File: config.mk
export PLATFORM = sky130hd
export DESIGN_NAME = div_unit_flat
export DESIGN_NICKNAME = d
export VERILOG_FILES = /design/src/rtl/div_if.sv /design/src/rtl/div_unit.sv /design/src/flat_wrapper.sv
export SDC_FILE = /design/constraint.sdc
export NUM_CORES = 1
export LEC_CHECK = 0
export CORE_AREA = 2 2 133 167
export DETAILED_ROUTE_END_ITERATION = 10
export DIE_AREA = 0 0 135 169
export GPL_TIMING_DRIVEN = 0
export PLACE_DENSITY = 0.78
export SLEW_MARGIN = 40
export SYNTH_ARGS = -nofsm -noshare
export SYNTH_HDL_FRONTEND = slang
export SYNTH_SLANG_ARGS = --single-unit
File: constraint.sdc
create_clock -name clk -period 7.65 [get_ports clk]
set_input_delay 0.765 -clock clk [delete_from_list [all_inputs] [get_ports clk]]
set_output_delay 0.765 -clock clk [all_outputs]
set_load 0.01 [all_outputs]
File: src/rtl/div_if.sv
// Ex-stage <-> divider handshake: operands and start/cancel from Ex,
// registered result and status back from the divider.
interface div_if #(
    parameter int WIDTH = 32
);
    logic             start_i;
    logic             cancel_i;
    logic             signed_i;
    logic [WIDTH-1:0] opdata1_i;
    logic [WIDTH-1:0] opdata2_i;
    logic [WIDTH-1:0] quot_o;
    logic [WIDTH-1:0] rem_o;
    logic             ready_o;
    logic             busy_o;
    logic             dbz_o;

    modport master (
        output start_i, cancel_i, signed_i, opdata1_i, opdata2_i,
        input  quot_o, rem_o, ready_o, busy_o, dbz_o
    );

    modport slave (
        input  start_i, cancel_i, signed_i, opdata1_i, opdata2_i,
        output quot_o, rem_o, ready_o, busy_o, dbz_o
    );
endinterface

File: src/rtl/div_unit.sv
// Multi-cycle restoring radix-2 integer divider (signed/unsigned) for the Ex stage,
// one quotient bit per cycle, with optional trivial-case fast path and divide-by-zero report.
module div_unit #(
    parameter int               WIDTH     = 32,
    parameter bit               FAST_PATH = 1'b0,
    parameter logic [WIDTH-1:0] DBZ_QUOT  = {WIDTH{1'b1}}
) (
    input logic  clk,
    input logic  rst,
    div_if.slave div_bus
);
    localparam int CW = $clog2(WIDTH + 1);

    typedef enum logic [2:0] {S_IDLE, S_RUN, S_DBZ, S_FIX, S_DONE} state_t;

    state_t           r_state, w_next;
    logic [CW-1:0]    r_cnt;
    logic [WIDTH-1:0] r_dvd;
    logic [WIDTH-1:0] r_dvs;
    logic [WIDTH-1:0] r_rem;
    logic             r_sgn_q, r_sgn_r;
    logic [WIDTH-1:0] r_quot_o, r_rem_o;
    logic             r_ready, r_busy, r_dbz;

    logic [WIDTH-1:0] w_a1, w_a2;
    logic             w_accept, w_op2_zero, w_neg1, w_neg2;
    logic [WIDTH:0]   w_part, w_diff;

    function automatic logic [WIDTH-1:0] f_neg(input logic signed [WIDTH-1:0] v);
        return -v;
    endfunction

    assign w_neg1     = div_bus.signed_i & div_bus.opdata1_i[WIDTH-1];
    assign w_neg2     = div_bus.signed_i & div_bus.opdata2_i[WIDTH-1];
    assign w_a1       = w_neg1 ? f_neg(div_bus.opdata1_i) : div_bus.opdata1_i;
    assign w_a2       = w_neg2 ? f_neg(div_bus.opdata2_i) : div_bus.opdata2_i;
    assign w_accept   = div_bus.start_i & ~div_bus.cancel_i;
    assign w_op2_zero = (div_bus.opdata2_i == '0);

    // Trial subtract in WIDTH+1 bits; MSB set means the divisor did not fit.
    assign w_part = {r_rem, r_dvd[WIDTH-1]};
    assign w_diff = w_part - {1'b0, r_dvs};

    always_ff @(posedge clk or posedge rst) begin
        if (rst) r_state <= S_IDLE;
        else     r_state <= w_next;
    end

    always_comb begin
        w_next = r_state;
        unique case (r_state)
            S_IDLE: begin
                if (w_accept) begin
                    if (w_op2_zero)                  w_next = S_DBZ;
                    else if (FAST_PATH && (w_a1 < w_a2)) w_next = S_FIX;
                    else                             w_next = S_RUN;
                end
            end
            S_RUN:  if (r_cnt == CW'(WIDTH - 1)) w_next = S_FIX;
            S_DBZ:  w_next = S_DONE;
            S_FIX:  w_next = S_DONE;
            S_DONE: if (!div_bus.start_i) w_next = S_IDLE;
            default: w_next = S_IDLE;
        endcase
        if (div_bus.cancel_i && (r_state != S_IDLE)) w_next = S_IDLE;
    end

    always_ff @(posedge clk or posedge rst) begin
        if (rst) begin
            r_cnt    <= '0;
            r_dvd    <= '0;
            r_dvs    <= '0;
            r_rem    <= '0;
            r_sgn_q  <= 1'b0;
            r_sgn_r  <= 1'b0;
            r_quot_o <= '0;
            r_rem_o  <= '0;
            r_ready  <= 1'b0;
            r_busy   <= 1'b0;
            r_dbz    <= 1'b0;
        end else begin
            r_busy  <= (w_next == S_RUN) || (w_next == S_DBZ) || (w_next == S_FIX);
            r_ready <= (w_next == S_DONE);

            case (r_state)
                S_IDLE: begin
                    if (w_accept) begin
                        r_sgn_q <= w_neg1 ^ w_neg2;
                        r_sgn_r <= w_neg1;
                        r_dvs   <= w_a2;
                        r_cnt   <= '0;
                        if (w_op2_zero) begin
                            r_rem <= div_bus.opdata1_i;
                            r_dvd <= '0;
                        end else if (w_next == S_FIX) begin
                            r_rem <= w_a1;
                            r_dvd <= '0;
                        end else begin
                            r_rem <= '0;
                            r_dvd <= w_a1;
                        end
                    end
                end
                S_RUN: begin
                    // Dividend register doubles as the quotient shift register.
                    r_dvd <= {r_dvd[WIDTH-2:0], ~w_diff[WIDTH]};
                    r_rem <= w_diff[WIDTH] ? w_part[WIDTH-1:0] : w_diff[WIDTH-1:0];
                    r_cnt <= r_cnt + CW'(1);
                end
                default: ;
            endcase

            if (w_next == S_IDLE) begin
                r_quot_o <= '0;
                r_rem_o  <= '0;
                r_dbz    <= 1'b0;
            end else if ((r_state == S_FIX) && (w_next == S_DONE)) begin
                r_quot_o <= r_sgn_q ? f_neg(r_dvd) : r_dvd;
                r_rem_o  <= r_sgn_r ? f_neg(r_rem) : r_rem;
            end else if ((r_state == S_DBZ) && (w_next == S_DONE)) begin
                r_quot_o <= DBZ_QUOT;
                r_rem_o  <= r_rem;
                r_dbz    <= 1'b1;
            end
        end
    end

    assign div_bus.quot_o  = r_quot_o;
    assign div_bus.rem_o   = r_rem_o;
    assign div_bus.ready_o = r_ready;
    assign div_bus.busy_o  = r_busy;
    assign div_bus.dbz_o   = r_dbz;
endmodule

File: src/flat_wrapper.sv
// flat-port wrapper written by rule: the top's interface ports become plain ports
module div_unit_flat 
#(
    parameter int               WIDTH     = 32,
    parameter bit               FAST_PATH = 1'b0,
    parameter logic [WIDTH-1:0] DBZ_QUOT  = {WIDTH{1'b1}}
)
  (clk, rst, div_bus_start_i, div_bus_cancel_i, div_bus_signed_i, div_bus_opdata1_i, div_bus_opdata2_i, div_bus_quot_o, div_bus_rem_o, div_bus_ready_o, div_bus_busy_o, div_bus_dbz_o);
  div_if #(.WIDTH(WIDTH)) div_bus_i ();
  input logic clk;
  input logic rst;
  input wire logic [$bits(div_bus_i.start_i)-1:0] div_bus_start_i;
  input wire logic [$bits(div_bus_i.cancel_i)-1:0] div_bus_cancel_i;
  input wire logic [$bits(div_bus_i.signed_i)-1:0] div_bus_signed_i;
  input wire logic [$bits(div_bus_i.opdata1_i)-1:0] div_bus_opdata1_i;
  input wire logic [$bits(div_bus_i.opdata2_i)-1:0] div_bus_opdata2_i;
  output wire logic [$bits(div_bus_i.quot_o)-1:0] div_bus_quot_o;
  output wire logic [$bits(div_bus_i.rem_o)-1:0] div_bus_rem_o;
  output wire logic [$bits(div_bus_i.ready_o)-1:0] div_bus_ready_o;
  output wire logic [$bits(div_bus_i.busy_o)-1:0] div_bus_busy_o;
  output wire logic [$bits(div_bus_i.dbz_o)-1:0] div_bus_dbz_o;
  assign div_bus_i.start_i = div_bus_start_i;
  assign div_bus_i.cancel_i = div_bus_cancel_i;
  assign div_bus_i.signed_i = div_bus_signed_i;
  assign div_bus_i.opdata1_i = div_bus_opdata1_i;
  assign div_bus_i.opdata2_i = div_bus_opdata2_i;
  assign div_bus_quot_o = div_bus_i.quot_o;
  assign div_bus_rem_o = div_bus_i.rem_o;
  assign div_bus_ready_o = div_bus_i.ready_o;
  assign div_bus_busy_o = div_bus_i.busy_o;
  assign div_bus_dbz_o = div_bus_i.dbz_o;
  div_unit #(.WIDTH(WIDTH), .FAST_PATH(FAST_PATH), .DBZ_QUOT(DBZ_QUOT)) u_core (.clk(clk), .rst(rst), .div_bus(div_bus_i));
endmodule
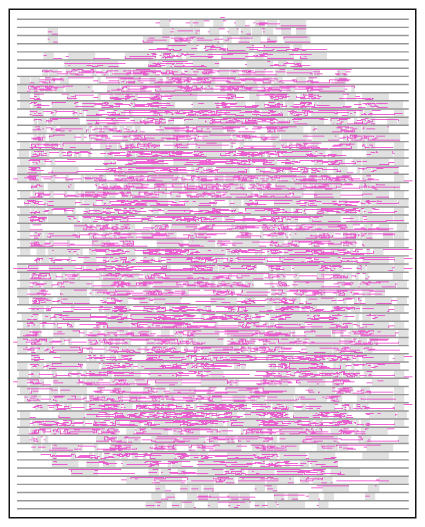
m1.png
Drawn at 3 px/µm. Supply wires on this layer in grey. Cells faint in the background.
The longest straight run is 34.0 µm. 1420 nets have wire on it. The wires run mostly horizontal.
vias: 10632
routing usage on met1: 35.3%
Routed WL: 34.2 mm

==> results.txt <==
Inst Count DP - 1722
buffering overhead - 12.5%
Post-Syn Nets - 1413
met2 WL - 16.9 mm
# rows - 60
core area - 0.0213 mm²
Basic Gates by Area - 15.6%
Final Skew - 11.3 ps
Via density - 6.06
Worst EP arrival - 4280 ps
placed instance area - 0.0133 mm²
Yosys warning count - 0
# IOs - 136
clk buf depth - 2
Top cells by area - dfrtp_1, xor2_1, o21ai_0, nand2_1, a22o_1
worst r2r dst - u_core.r_rem[0]$_DFFE_PP0P_
Worst path slowest cell - a21oi_1
nonclk inv count - 52
non-filler cells, final - 1755
status - finished, final reports clean
Critical path buffers and inverters - 4
DR WL/cell - 19.5 µm
first-pass GRT wire length - 54.0 mm
number of clock buffers in the layout - 17
Int Pwr - 3.02 mW
Max FO, Critical Path - 10
Hold Path Stages - 2
Sequential Area - 0.00435 mm²
top power group - combinational cells
Setup WS post-layout - 3670 ps
most frequent cells in the layout - dfrtp_1, nand2_1, clkdlybuf4s50_1, o21ai_0, a21oi_1
Sw Ratio - 47.1%
Min Hold Slack - 478 ps
Max-area cell share - 37.7%
Req. time, crit path - 7960 ps
flop share of the area - 31.3%
cycle use final - 52.0%
NumNets Final - 1569
GRT Overall Usage - 30.4%
cell breakdown of the critical path - inv_1 -> ha_1 -> inv_1 -> fa_1 -> a211oi_1 -> o211ai_1 -> a21oi_1 -> o31ai_2 -> a21oi_1 -> o311ai_4 -> buf_6 -> buf_2 -> o211ai_1 -> o21ai_0
Leak - 5.84 nW
root buffer cell - clkbuf_16
RSZ-0062 raised after global routing - false
CTS Buf Count - 17
Critical Path End - u_core.r_rem[0]$_DFFE_PP0P_
hold buffer count at CTS - 0
Antenna Nets Post-Route - 0
Flop+latch power - 1.56 mW
Max Cap Viol - 0
synth unique cells - 70
register area share after synthesis - 37.7%
HP Class - register to register
Die X - 135 µm
Combinational Power Share - 56.9%
yosys cell count - 1306
crit path time final - 3980 ps
H-tree levels - 4
Fmax - 251 MHz
Mean Syn Cell Area - 8.84 µm²
PwrDens - 410 mW/mm²
Initial Utilization - 54.2%
crit end category - register
Total Power - 5.70 mW
PostCTS Resize Cnt - 0
largest class - logic gates
met1 wire length - 12.8 mm
count of non-CTS buffers in the layout - 207
CTS tree - done
CTS clk-pin slew, worst paths - 70 ps
maximum VDD drop - 233 µV
largest net degree at the start of global routing - 68
Well Taps - 279
GRT busiest layer - met2
critical path depth - 14
chip area - 0.0228 mm²
Dominant flop cell - dfrtp_1
Place WS - 3350 ps
Post-synth EDFFs - 0
met2 Usage GRT - 52.5%
#MultiIn Comb - 1010
OpenROAD warning count - 26
Synth flops - 174
Synth Area in XOR/XNOR - 10.7%
Post-Route Utilization - 65.3%
clock network power - 0.900 mW
most common cell after layout, fill and taps aside - dfrtp_1
Final TNS setup - 0 ps
share of total power in sequential cells - 27.3%
WHS Endpoint - u_core.r_dvs[21]$_DFFE_PP0P_
switching power - 2.68 mW
aoi share - 24.7%
Max stage delay on crit path - 490 ps
kind of cell adding the most delay to the critical path - AND-OR/OR-AND gates
FF+latch count - 174
FF-to-FF path depth - 14
Post-route DRC - 0
Final Setup Violations - 0
post-CTS setup buffers - 0
Clock Sink Count - 174
drt pass-1 iters - 5
async set-reset flop share out of synthesis - 100%
final hold viol count - 0
type of origin of the critical path - register
yosys adder share - 4.27%
initial antenna violation count - 1
Buffers on Ports - 135
mux frac, synth - 2.38%
met3 WL - 2.22 mm
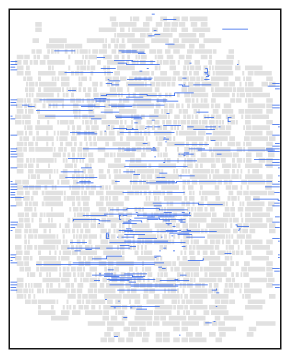
m3.png
Drawn at 2 px/µm. Cells faint in the background.
The layer holds 6.5% of the routed length. 201 nets have wire on it. The wires run mostly horizontal. The longest straight run is 63.5 µm. The layer carries 2220 µm of wire.
GRT met3 Usage: 4.34%

Power figures rest on the tool's default switching activity, not on a simulated workload.
